==> run_1/route_heat.png <==
25 x 25 tiles, from dark purple (low) to yellow (high), scaled to the fullest tile. Values are wire area over tile area, all layers added.
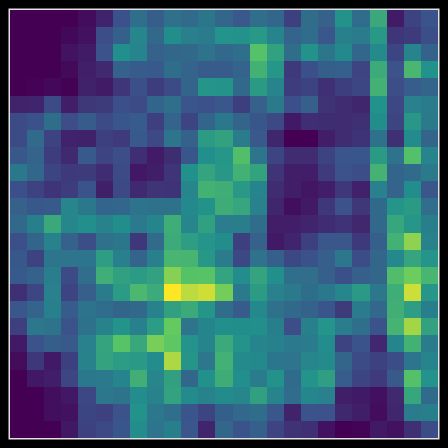
==> run_1/ff_map.png <==
Scale bar: 20 um.
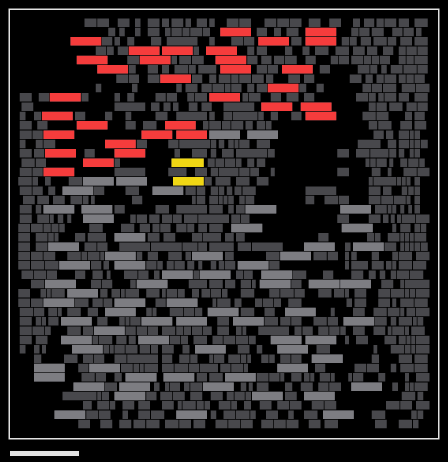
==> run_1/clock_nets.png <==
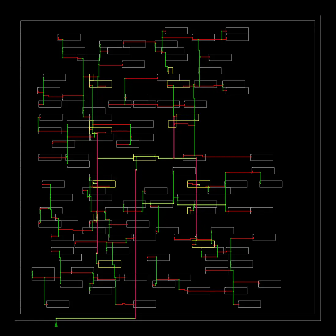
Design memory_arbiter_flat, sky130hd; sources not shown.
==> impl_metrics.json, run 1 <==
{
  "ys_top_logic_family": "simple AND/OR/NAND/NOR gates",
  "max-clock-path-buffers": 2,
  "mux_share_pct": 11.8,
  "largest_class": "logic gates",
  "portBuffers": 267,
  "placed_area_sq_um": 8760,
  "setup_viol": 74,
  "p_int_mw": 8.23,
  "busiest_layer": "met2",
  "switchingPower_mw": 5.28,
  "core_sq_um": 14400,
  "syn_area_sq_um": 5830,
  "wl_met1_um": 8410,
  "yosysChipArea_sq_um": 5830,
  "fin_setup_tns_ns": -6.00,
  "status": "complete, but fails checks",
  "ys_types": 41,
  "violations": "setup timing",
  "bufAreaShareNonClock_pct": 33.1,
  "setup_ws_ns": -0.228,
  "fp-row-count": 44,
  "ctsHoldBuffers": 1,
  "first_pass_iters": 5,
  "whs_ns": 0.226
}
## Picture notes: route_heat.png
- mean over tiles: 0.21
- nearly empty tiles: 4.5%
- tiles over half the peak: 19%
WL final: 20,500 um
Vias: 5,609
WL/cell: 18.9 um

## Picture notes: ff_map.png
- red: u_core.store_q (flops 32)
- yellow: u_core.state_q (flops 2)
sequential share of cell area: 27.1%
Final Core Density: 66.3%
FF+latch area: 2580 sq um
Seq. pwr: 4.14 mW

## Picture notes: clock_nets.png
flop count: 103
Clock group: 1.68 mW
CLK BUF: 11

==> run 2, diff against run 1 <==
--- a/config.mk
+++ b/config.mk
@@ -7,11 +7,11 @@
 export LEC_CHECK = 0
 export CAP_MARGIN = 20
 export CORE_MARGIN = 2
-export CORE_UTILIZATION = 40
+export CORE_UTILIZATION = 30
 export DETAILED_ROUTE_END_ITERATION = 12
 export GPL_TIMING_DRIVEN = 0
 export MAX_ROUTING_LAYER = met4
-export PLACE_DENSITY = 0.86
+export PLACE_DENSITY = 0.69
 export SYNTH_ARGS = -nofsm -noshare
 export SYNTH_HDL_FRONTEND = slang
 export SYNTH_SLANG_ARGS = --single-unit
==> run 2 against run 1 <==
Against the previous run: the flow still finishes with violations (setup timing); core utilization decreased by 15 points; register-to-register slack about the same; hold slack improved by 0.039 ns; clock power increased by 14%; worst setup slack got worse by 0.047 ns; highest routed layer unchanged; sequential power about the same; non-clock buffer count increased by 11; global-route usage decreased by 5.4 points.
==> impl_metrics.json, run 2 <==
{
  "setup_ws_ns": -0.275,
  "ys_top_logic_family": "simple AND/OR/NAND/NOR gates",
  "max-clock-path-buffers": 2,
  "n_clock_buffer": 11,
  "setup_viol": 91,
  "seq_area_share_pct": 26.4,
  "wl_met1_um": 9100,
  "powerSeq_mw": 4.14,
  "fp-row-count": 50,
  "bufAreaShareNonClock_pct": 33.2,
  "fin_setup_tns_ns": -10.36,
  "ctsHoldBuffers": 1,
  "first_pass_iters": 4,
  "placed_area_sq_um": 8850,
  "cts-buffers-inserted": 9,
  "violations": "setup timing",
  "switchingPower_mw": 5.44,
  "syn_area_sq_um": 5830,
  "ys_types": 41,
  "layout-drive-gt1-share_pct": 35.5,
  "whs_ns": 0.265,
  "status": "complete, but fails checks",
  "yosysChipArea_sq_um": 5830,
  "seqCellArea_sq_um": 2580,
  "powerClk_mw": 1.92,
  "largest_class": "logic gates",
  "flops": 103,
  "p_int_mw": 8.63,
  "portBuffers": 267
}
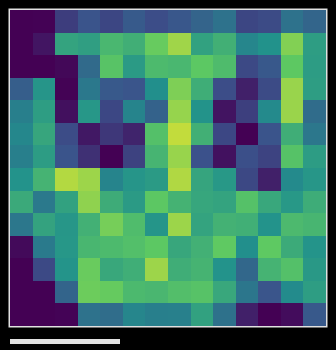
(run_2/util_map.png)
Scale bar: 50 um. 14 x 14 tiles, from dark purple (low) to yellow (high), 0 to 100% covered.
- mean over tiles: 46%
- tiles over 75% full: 10%
- nearly empty tiles: 7.7%
FP Util: 30.9%
core area: 18,900 sq um
Final Core Density: 51.7%

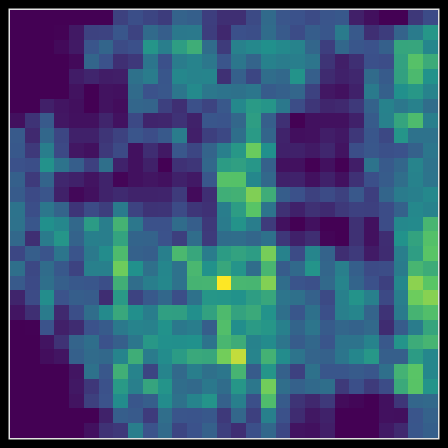
(run_2/route_heat.png)
29 x 29 tiles, from dark purple (low) to yellow (high), scaled to the fullest tile. Values are wire area over tile area, all layers added.
- tiles over half the peak: 15%
- emptiest ninth of the die: upper left
- nearly empty tiles: 9.4%
- mean over tiles: 0.17
- fullest tile: 0.58
- densest ninth of the die: bottom center
WL final: 21,800 um
WL/cell: 18.6 um
Vias: 5,547
Total Routing Usage GR: 21.1%

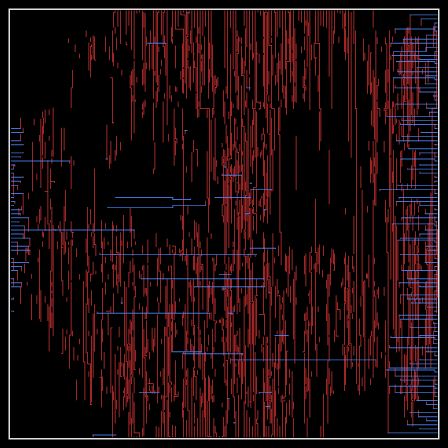
(run_2/layers.png)
Only two layers are drawn.
- blue: M3 (wire length 1,330 um)
- red: M2 (wire length 10,900 um)

No activity file was given, so power comes from the tool's default toggle rates.
